--- src/rtl/framebuffer_scanout_if.sv ---
// Bus bundle for the raster scan-out engine: word-read port towards the
// framebuffer address mapper / BRAM and the 1-pixel valid/ready stream
// towards the video output stage.
interface framebuffer_scanout_if #(
   parameter int WORD_BITS = 16
);
   logic [9:0]           fb_x;
   logic [8:0]           fb_y;
   logic                 fb_rd;
   logic [WORD_BITS-1:0] fb_rdata;
   logic                 pix_valid;
   logic                 pix_ready;
   logic                 pix;
   logic                 pix_eol;
   logic                 pix_eof;

   // Scan-out engine side.
   modport master (
      output fb_x, fb_y, fb_rd, pix_valid, pix, pix_eol, pix_eof,
      input  fb_rdata, pix_ready
   );

   // Memory / pixel sink side.
   modport slave (
      input  fb_x, fb_y, fb_rd, pix_valid, pix, pix_eol, pix_eof,
      output fb_rdata, pix_ready
   );
endinterface

--- src/rtl/framebuffer_scanout.sv ---
// Raster scan-out engine. A credit-limited fetch walker reads 16-pixel words
// line by line, a small FIFO absorbs the one-cycle read latency, and a
// serialiser emits one pixel per beat (LSB first) with end-of-line/frame tags.
module framebuffer_scanout #(
   parameter int WIDTH      = 1024,
   parameter int HEIGHT     = 512,
   parameter int WORD_BITS  = 16,
   parameter int FIFO_DEPTH = 4
) (
   input  logic                  clk,
   input  logic                  rst_n,
   input  logic                  frame_start,
   framebuffer_scanout_if.master bus
);
   localparam int XW = 10;
   localparam int YW = 9;
   localparam int IW = $clog2(WORD_BITS);
   localparam int PW = $clog2(FIFO_DEPTH);
   localparam int CW = PW + 1;

   localparam logic [XW-1:0] X_LAST_WORD = XW'(WIDTH - WORD_BITS);
   localparam logic [XW-1:0] X_LAST_PIX  = XW'(WIDTH - 1);
   localparam logic [XW-1:0] X_STEP      = XW'(WORD_BITS);
   localparam logic [YW-1:0] Y_LAST      = YW'(HEIGHT - 1);
   localparam logic [IW-1:0] IDX_LAST    = IW'(WORD_BITS - 1);
   localparam logic [CW:0]   CREDITS     = (CW+1)'(FIFO_DEPTH);

   typedef enum logic [0:0] {
      ST_IDLE  = 1'b0,
      ST_FETCH = 1'b1
   } fetch_state_e;

   fetch_state_e         state_q, state_d;
   logic [XW-1:0]        fb_x_q, fb_x_d;
   logic [YW-1:0]        fb_y_q, fb_y_d;
   logic                 fb_rd_q, fb_rd_d;
   logic                 inflight_q, inflight_d;
   logic [WORD_BITS-1:0] mem_q [FIFO_DEPTH];
   logic [WORD_BITS-1:0] mem_d [FIFO_DEPTH];
   logic [PW-1:0]        wr_ptr_q, wr_ptr_d;
   logic [PW-1:0]        rd_ptr_q, rd_ptr_d;
   logic [CW-1:0]        cnt_q, cnt_d;
   logic [WORD_BITS-1:0] ser_word_q, ser_word_d;
   logic [IW-1:0]        ser_idx_q, ser_idx_d;
   logic                 pix_valid_q, pix_valid_d;
   logic [XW-1:0]        pix_x_q, pix_x_d;
   logic [YW-1:0]        pix_y_q, pix_y_d;
   logic                 pix_q, pix_d;
   logic                 pix_eol_q, pix_eol_d;
   logic                 pix_eof_q, pix_eof_d;

   logic                 fifo_wr;
   logic                 ser_beat;
   logic                 ser_last;
   logic                 ser_load;
   logic [CW:0]          credit_used;

   // A restart discards whatever is arriving from the BRAM this cycle.
   assign fifo_wr  = inflight_q & ~frame_start;
   assign ser_beat = pix_valid_q & bus.pix_ready;
   assign ser_last = (ser_idx_q == IDX_LAST);
   // Load on empty or on the last beat of the word, so there is no bubble.
   assign ser_load = (cnt_q != {CW{1'b0}}) & (~pix_valid_q | (ser_beat & ser_last)) & ~frame_start;

   // Next-state logic for fetch walker, word FIFO and serialiser.
   always_comb begin
      state_d     = state_q;
      fb_x_d      = fb_x_q;
      fb_y_d      = fb_y_q;
      fb_rd_d     = 1'b0;
      inflight_d  = 1'b0;
      mem_d       = mem_q;
      wr_ptr_d    = wr_ptr_q;
      rd_ptr_d    = rd_ptr_q;
      cnt_d       = cnt_q;
      ser_word_d  = ser_word_q;
      ser_idx_d   = ser_idx_q;
      pix_valid_d = pix_valid_q;
      pix_x_d     = pix_x_q;
      pix_y_d     = pix_y_q;
      credit_used = {(CW+1){1'b0}};
      if (frame_start) begin
         // Fresh start or flush: everything restarts from pixel (0,0).
         state_d     = ST_FETCH;
         fb_x_d      = {XW{1'b0}};
         fb_y_d      = {YW{1'b0}};
         fb_rd_d     = 1'b1;
         wr_ptr_d    = {PW{1'b0}};
         rd_ptr_d    = {PW{1'b0}};
         cnt_d       = {CW{1'b0}};
         ser_word_d  = {WORD_BITS{1'b0}};
         ser_idx_d   = {IW{1'b0}};
         pix_valid_d = 1'b0;
         pix_x_d     = {XW{1'b0}};
         pix_y_d     = {YW{1'b0}};
      end else begin
         inflight_d = fb_rd_q;
         if (fifo_wr) begin
            mem_d[wr_ptr_q] = bus.fb_rdata;
            wr_ptr_d        = wr_ptr_q + {{(PW-1){1'b0}}, 1'b1};
         end else begin
            wr_ptr_d = wr_ptr_q;
         end
         if (ser_load) begin
            rd_ptr_d = rd_ptr_q + {{(PW-1){1'b0}}, 1'b1};
         end else begin
            rd_ptr_d = rd_ptr_q;
         end
         cnt_d = cnt_q + {{(CW-1){1'b0}}, fifo_wr} - {{(CW-1){1'b0}}, ser_load};
         // Advance the raster address after every issued read.
         if (fb_rd_q) begin
            if (fb_x_q == X_LAST_WORD) begin
               fb_x_d = {XW{1'b0}};
               if (fb_y_q == Y_LAST) begin
                  fb_y_d  = {YW{1'b0}};
                  state_d = ST_IDLE;
               end else begin
                  fb_y_d = fb_y_q + {{(YW-1){1'b0}}, 1'b1};
               end
            end else begin
               fb_x_d = fb_x_q + X_STEP;
            end
         end else begin
            fb_x_d = fb_x_q;
         end
         // Credits: words held after this edge plus the read now on the bus.
         credit_used = {1'b0, cnt_d} + {{CW{1'b0}}, fb_rd_q};
         fb_rd_d     = (state_d == ST_FETCH) && (credit_used < CREDITS);
         if (ser_load) begin
            ser_word_d  = mem_q[rd_ptr_q];
            ser_idx_d   = {IW{1'b0}};
            pix_valid_d = 1'b1;
         end else if (ser_beat) begin
            if (ser_last) begin
               pix_valid_d = 1'b0;
            end else begin
               ser_idx_d = ser_idx_q + {{(IW-1){1'b0}}, 1'b1};
            end
         end else begin
            pix_valid_d = pix_valid_q;
         end
         if (ser_beat) begin
            if (pix_x_q == X_LAST_PIX) begin
               pix_x_d = {XW{1'b0}};
               if (pix_y_q == Y_LAST) begin
                  pix_y_d = {YW{1'b0}};
               end else begin
                  pix_y_d = pix_y_q + {{(YW-1){1'b0}}, 1'b1};
               end
            end else begin
               pix_x_d = pix_x_q + {{(XW-1){1'b0}}, 1'b1};
            end
         end else begin
            pix_x_d = pix_x_q;
         end
      end
      // Pixel outputs are registered versions of the next serialiser state.
      pix_d     = pix_valid_d ? ser_word_d[ser_idx_d] : 1'b0;
      pix_eol_d = pix_valid_d & (pix_x_d == X_LAST_PIX);
      pix_eof_d = pix_eol_d & (pix_y_d == Y_LAST);
   end

   // State registers, including the fetch FSM, with asynchronous reset.
   always_ff @(posedge clk or negedge rst_n) begin
      if (!rst_n) begin
         state_q     <= ST_IDLE;
         fb_x_q      <= {XW{1'b0}};
         fb_y_q      <= {YW{1'b0}};
         fb_rd_q     <= 1'b0;
         inflight_q  <= 1'b0;
         for (int i = 0; i < FIFO_DEPTH; i++) begin
            mem_q[i] <= {WORD_BITS{1'b0}};
         end
         wr_ptr_q    <= {PW{1'b0}};
         rd_ptr_q    <= {PW{1'b0}};
         cnt_q       <= {CW{1'b0}};
         ser_word_q  <= {WORD_BITS{1'b0}};
         ser_idx_q   <= {IW{1'b0}};
         pix_valid_q <= 1'b0;
         pix_x_q     <= {XW{1'b0}};
         pix_y_q     <= {YW{1'b0}};
         pix_q       <= 1'b0;
         pix_eol_q   <= 1'b0;
         pix_eof_q   <= 1'b0;
      end else begin
         state_q     <= state_d;
         fb_x_q      <= fb_x_d;
         fb_y_q      <= fb_y_d;
         fb_rd_q     <= fb_rd_d;
         inflight_q  <= inflight_d;
         mem_q       <= mem_d;
         wr_ptr_q    <= wr_ptr_d;
         rd_ptr_q    <= rd_ptr_d;
         cnt_q       <= cnt_d;
         ser_word_q  <= ser_word_d;
         ser_idx_q   <= ser_idx_d;
         pix_valid_q <= pix_valid_d;
         pix_x_q     <= pix_x_d;
         pix_y_q     <= pix_y_d;
         pix_q       <= pix_d;
         pix_eol_q   <= pix_eol_d;
         pix_eof_q   <= pix_eof_d;
      end
   end

   assign bus.fb_x      = fb_x_q;
   assign bus.fb_y      = fb_y_q;
   assign bus.fb_rd     = fb_rd_q;
   assign bus.pix_valid = pix_valid_q;
   assign bus.pix       = pix_q;
   assign bus.pix_eol   = pix_eol_q;
   assign bus.pix_eof   = pix_eof_q;

   framebuffer_scanout_chk #(
      .FIFO_DEPTH (FIFO_DEPTH)
   ) u_chk (
      .clk      (clk),
      .rst_n    (rst_n),
      .fifo_wr  (fifo_wr),
      .fifo_cnt (cnt_q)
   );
endmodule

// Invariant checker: the credit scheme must never let a write hit a full FIFO.
module framebuffer_scanout_chk #(
   parameter int FIFO_DEPTH = 4
) (
   input logic                         clk,
   input logic                         rst_n,
   input logic                         fifo_wr,
   input logic [$clog2(FIFO_DEPTH):0]  fifo_cnt
);
   localparam int CW = $clog2(FIFO_DEPTH) + 1;
   localparam logic [CW-1:0] FULL_CNT = CW'(FIFO_DEPTH);

   a_no_overflow: assert property (@(posedge clk) disable iff (!rst_n)
      fifo_wr |-> (fifo_cnt < FULL_CNT));
endmodule

--- src/flat_wrapper.sv ---
// flat-port wrapper written by rule: the top's interface ports become plain ports
module framebuffer_scanout_flat 
#(
   parameter int WIDTH      = 1024,
   parameter int HEIGHT     = 512,
   parameter int WORD_BITS  = 16,
   parameter int FIFO_DEPTH = 4
)
  (clk, rst_n, frame_start, bus_fb_x, bus_fb_y, bus_fb_rd, bus_pix_valid, bus_pix, bus_pix_eol, bus_pix_eof, bus_fb_rdata, bus_pix_ready);
  framebuffer_scanout_if #(.WORD_BITS(WORD_BITS)) bus_i ();
  input  logic clk;
  input  logic rst_n;
  input  logic frame_start;
  output wire logic [$bits(bus_i.fb_x)-1:0] bus_fb_x;
  output wire logic [$bits(bus_i.fb_y)-1:0] bus_fb_y;
  output wire logic [$bits(bus_i.fb_rd)-1:0] bus_fb_rd;
  output wire logic [$bits(bus_i.pix_valid)-1:0] bus_pix_valid;
  output wire logic [$bits(bus_i.pix)-1:0] bus_pix;
  output wire logic [$bits(bus_i.pix_eol)-1:0] bus_pix_eol;
  output wire logic [$bits(bus_i.pix_eof)-1:0] bus_pix_eof;
  input wire logic [$bits(bus_i.fb_rdata)-1:0] bus_fb_rdata;
  input wire logic [$bits(bus_i.pix_ready)-1:0] bus_pix_ready;
  assign bus_fb_x = bus_i.fb_x;
  assign bus_fb_y = bus_i.fb_y;
  assign bus_fb_rd = bus_i.fb_rd;
  assign bus_pix_valid = bus_i.pix_valid;
  assign bus_pix = bus_i.pix;
  assign bus_pix_eol = bus_i.pix_eol;
  assign bus_pix_eof = bus_i.pix_eof;
  assign bus_i.fb_rdata = bus_fb_rdata;
  assign bus_i.pix_ready = bus_pix_ready;
  framebuffer_scanout #(.WIDTH(WIDTH), .HEIGHT(HEIGHT), .WORD_BITS(WORD_BITS), .FIFO_DEPTH(FIFO_DEPTH)) u_core (.clk(clk), .rst_n(rst_n), .frame_start(frame_start), .bus(bus_i));
endmodule
--- config.mk ---
export PLATFORM = sky130hd
export DESIGN_NAME = framebuffer_scanout_flat
export DESIGN_NICKNAME = d
export VERILOG_FILES = /design/src/rtl/framebuffer_scanout_if.sv /design/src/rtl/framebuffer_scanout.sv /design/src/flat_wrapper.sv
export SDC_FILE = /design/constraint.sdc
export NUM_CORES = 1
export LEC_CHECK = 0
export CAP_MARGIN = 30
export CORE_MARGIN = 2
export CORE_UTILIZATION = 53
export CTS_CLUSTER_SIZE = 16
export DETAILED_ROUTE_END_ITERATION = 12
export PLACE_DENSITY = 0.77
export SLEW_MARGIN = 20
export SYNTH_ARGS = -nofsm -noshare
export SYNTH_HDL_FRONTEND = slang
export SYNTH_HIERARCHICAL = 1
export SYNTH_SLANG_ARGS = --single-unit
--- constraint.sdc ---
create_clock -name clk -period 2.4 [get_ports clk]
set_input_delay 0.24 -clock clk [delete_from_list [all_inputs] [get_ports clk]]
set_output_delay 0.24 -clock clk [all_outputs]
set_load 0.1 [all_outputs]
==> run_1/cell_density.png <==
Drawn at 3 px/um. 11 x 11 tiles, from dark blue (low) to red (high), 0 to 100% covered.
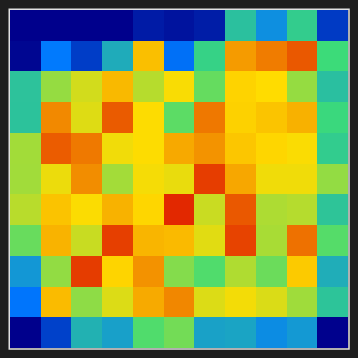
- emptiest ninth of the die: top left
- fullest tile: 95%
- nearly empty tiles: 5.8%
- tiles over 75% full: 33%
- mean over tiles: 59%

==> run_1/sizes.png <==
Drawn at 3 px/um.
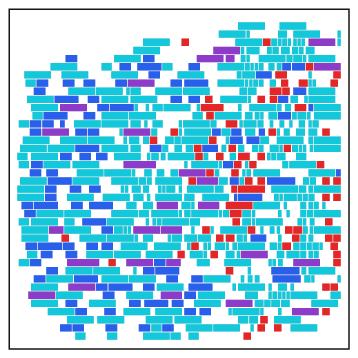
- red: _3 and _4 cells (cells 73)
- cyan: _0 and _1 cells (cells 404)
- purple: _6 and larger (cells 27)
- blue: _2 cells (cells 104)
Area growth, synth to finish: 23.1%
nonclk buf count: 80
design area: 7720 sq um
final worst slack: 0.0822 ns

==> run_1/layer_met1.png <==
Drawn at 4 px/um. Supply wires on this layer in gray.
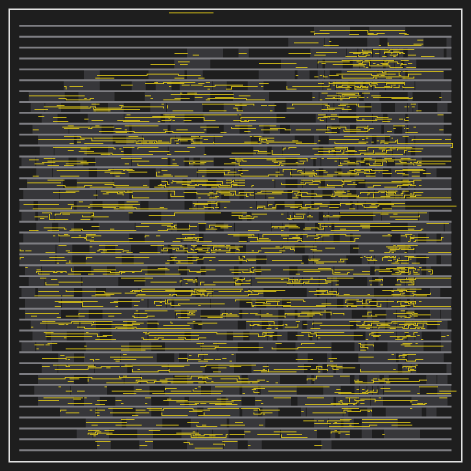
- longest straight run: 37.3 um
- nets with wire on the layer: 577
- wire length on this layer: 5600 um
- main direction: horizontal
- share of all routed wire: 44%
final WL: 12.8 mm
GR Util met1: 27.6%

-- run 1: registers in the layout, summed over array words and instances (netlist names) --
signal                cells
u_core/bus.fb_rd          1
u_core/bus.fb_x           6
u_core/bus.fb_y           9
u_core/bus.pix            1
u_core/bus.pix_eof        1
u_core/bus.pix_eol        1
u_core/bus.pix_valid      1
u_core/cnt_q              3
u_core/inflight_q         1
u_core/mem_q             64
u_core/pix_x_q           10
u_core/pix_y_q            9
u_core/rd_ptr_q           2
u_core/ser_idx_q          4
u_core/ser_word_q        16
u_core/state_q            1
u_core/wr_ptr_q           2
-- run 1: stage by stage --
stage | util [%] | std cells
detailed placement | 61.3 | 716
finish | 67.3 | 751
global placement | 61.3 | 716
floorplan | - | 520
CTS | 66.7 | 750
global route | 67.3 | 751
-- run 1: path summary, 6_finish.rpt --
kind | startpoint | to | slack (ns)
max reg2reg | u_core/cnt_q[0]$_DFF_PN0_ | u_core/bus.fb_rd$_DFF_PN0_ | 0.08
min reg2reg | u_core/mem_q[14]$_DFFE_PN0P_ | u_core/mem_q[14]$_DFFE_PN0P_ | 0.50
max | u_core/cnt_q[0]$_DFF_PN0_ | u_core/bus.fb_rd$_DFF_PN0_ | 0.08
max in group asynchronous | rst_n | u_core/mem_q[41]$_DFFE_PN0P_ | 1.26
min in group asynchronous | rst_n | u_core/bus.fb_y[3]$_DFFE_PN0P_ | 0.46
min | frame_start | u_core/bus.fb_y[1]$_DFFE_PN0P_ | 0.29
-- run 1: cells by family after synthesis --
logic type | count (synthesis) | synth area share, %
flops | 132 | 52.7
xor+xnor | 21 | 2.93
simple gates | 153 | 12.6
buf+inv | 42 | 2.89
other cells | 1 | 0.0598
fa+ha+maj | 14 | 2.91
mux | 99 | 20.3
compound gates | 55 | 5.61
==> impl_metrics.tcl, run 1 <==
# metrics dict for downstream scripts
set metrics [dict create \
    reg2reg_depth 10 \
    hold_class "in2reg" \
    crit_cells 10 \
    netlist_area_sq_um 6270 \
    fp_util_pct 54.7 \
    root_buffer "clkbuf_16" \
    pwr-share-comb_pct 30.5 \
    comb_cell_power_w 0.00254 \
    final-clk-cell-share_pct 7.62 \
    flop-count 132 \
    use_met2_pct 35.5 \
    tap-cell-count 143 \
    start_kind "flip-flop" \
    crit_required_ns 2.73 \
    status "finished, final reports clean" \
    warnings 31 \
    clkLatencyLatePin_ns 0.42 \
    cts_tree "done" \
    fin_skew_ns 0.00855 \
    pwr-share-clk_pct 30.4 \
    clock_power_w 0.00253 \
    grt_max_degree 60 \
    drcViolationCount 0 \
    gp_congestion 0.857 \
    ir_worst_vdd_v 0.000738 \
    post_cts_buffers 1 \
    fill_cells 812 \
    wl_met3_um 561 \
    p_int_w 0.00577 \
    cap_viol_max_count 0 \
    largest_class "flip-flops and latches" \
    highest_layer "met4" \
    crit_top_cell "ha_4" \
    finalCritPeriodShare_pct 96.6 \
    ys_seq_share_pct 52.7 \
    track_usage_pct 21.7 \
    synthTopCellsByCount "132 x dfrtp_1, 65 x mux2_2, 49 x nor2_1" \
    finalSetupViolCount 0 \
]
==> run 1 -> run 2 <==
- CORE_UTILIZATION: 53 -> 55
- PLACE_DENSITY: 0.77 -> 0.76
- clock period: 2.4 -> 2.7 ns (I/O delays scaled with it)
==> run 2 against run 1 <==
Effect of this change: sequential share of layout area rose by 1.3 points; core utilization rose by 0.89 points; wire length barely moved; non-clock buffer count fell by 21; global-route usage rose by 0.65 points; critical path depth rose by 2; setup slack improved by 0.17 ns; first-iteration DRC count fell by 26%; hold slack got worse by 0.080 ns; maximum frequency fell by 5.5%; clock-buffer cell count did not move; clock power fell by 6%; critical path type unchanged; largest power group unchanged.
==> impl_metrics.tcl, run 2 <==
# metrics dict for downstream scripts
set metrics [dict create \
    status "finished, final reports clean" \
    holdPathEnd "u_core/cnt_q[1]$_DFF_PN0_" \
    ys_sh_mux_pct 20.3 \
    post-route-worst-setup-slack_ns 0.248 \
    largest_reg_flops 64 \
    wl_met3_um 515 \
    top_regs "u_core/mem_q (64), u_core/ser_word_q (16), u_core/pix_x_q (10)" \
    wl_mm 12.8 \
    r2r-start "u_core/ser_idx_q[1]$_DFF_PN0_" \
    reg2reg_depth 12 \
    finalSetupViolCount 0 \
    fin_skew_ns 0.00769 \
    crit_required_ns 3.01 \
    hp-start "frame_start" \
    cts_tree "done" \
    logic_family "multiplexers" \
    crit_cells 12 \
    adder_share_pct 2.91 \
    final_cells 727 \
    post_cts_buffers 0 \
    syn_to_final_growth_pct 19.5 \
    gp_congestion 0.803 \
    highest_layer "met4" \
    grt_max_degree 79 \
    fp_util_pct 57.1 \
    netlist_area_sq_um 6270 \
    warnings 29 \
    root_buffer "clkbuf_16" \
    place_inst 691 \
    track_usage_pct 22.4 \
    use_met2_pct 38.4 \
    drcViolationCount 0 \
    cap_viol_max_count 0 \
    aoi_share_pct 5.61 \
    fin_area_sq_um 7490 \
    synthTopCellsByCount "132 x dfrtp_1, 65 x mux2_2, 49 x nor2_1" \
    reg2reg_slack_ns 0.25 \
    pwr-share-clk_pct 32.2 \
    clkLatencyLatePin_ns 0.42 \
    r2r-end "u_core/bus.fb_rd$_DFF_PN0_" \
    fill_cells 796 \
    ys_sh_xor_pct 2.93 \
    p_int_w 0.00512 \
]
==> run 2: area by class of cell <==
type                       instances  area share [%]
sequential                       132            44.1
timing repair buffer              59            6.98
clock inverter                    11            1.99
tap                              140            2.34
multi-input combinational        346            37.4
clock buffer                      21            6.28
inverter                          18           0.902
==> run 2: worst reg2reg max path, stage by stage, from the launching register on <==
cell      delay, ns
dfrtp_1        0.41
ha_2           0.21
nand4_1        0.12
nand2_1        0.09
and3_1         0.20
ha_1           0.28
inv_1          0.05
ha_1           0.14
inv_1          0.05
fa_1           0.37
xnor2_1        0.15
nor2_1         0.07
a311oi_1       0.21
==> run 2: power groups by stage <==
stage / clock network, W / logic [W] / registers, W
6_report: 0.00238 / 0.00210 / 0.00290
3_3_place_gp: 0 / 0.00199 / 0.00287
5_1_grt: 0.00250 / 0.00228 / 0.00297
4_1_cts: 0.00242 / 0.00210 / 0.00290
2_1_floorplan: 0 / 0.00143 / 0.00299
3_5_place_dp: 0 / 0.00209 / 0.00292
==> run 2: worst max path at each step <==
| stage | from | to | slack [ns] |
|---|---|---|---|
| after global placement | bus_pix_ready | u_core/bus.fb_rd$_DFF_PN0_ | 0.13 |
| after global routing | u_core/ser_idx_q[1]$_DFF_PN0_ | u_core/bus.fb_rd$_DFF_PN0_ | -0.001 |
| final | u_core/ser_idx_q[1]$_DFF_PN0_ | u_core/bus.fb_rd$_DFF_PN0_ | 0.25 |
| after detailed placement | bus_pix_ready | u_core/bus.fb_rd$_DFF_PN0_ | 0.07 |
| after floorplan | u_core/bus.fb_y[0]$_DFFE_PN0P_ | u_core/bus.fb_y[7]$_DFFE_PN0P_ | 0.07 |
| after CTS | u_core/ser_idx_q[0]$_DFF_PN0_ | u_core/bus.fb_rd$_DFF_PN0_ | 0.09 |
==> run_2/io_fan.png <==
Drawn at 3 px/um.
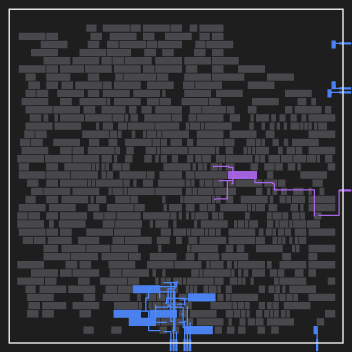
- blue: bus_fb_x (bits 10; direction output; end cells 10; buffers 6; wire 215 um)
- purple: bus_pix_valid (bits 1; direction output; end cells 1; buffers 1; wire 84.5 um)

==> run_2/placement.png <==
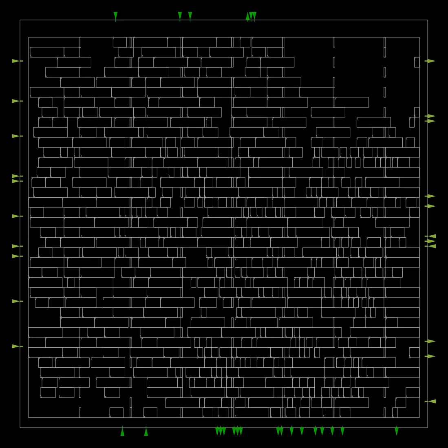
core box area: 11000 sq um
seq_cells: 132

No activity file was given, so power comes from the tool's default toggle rates.
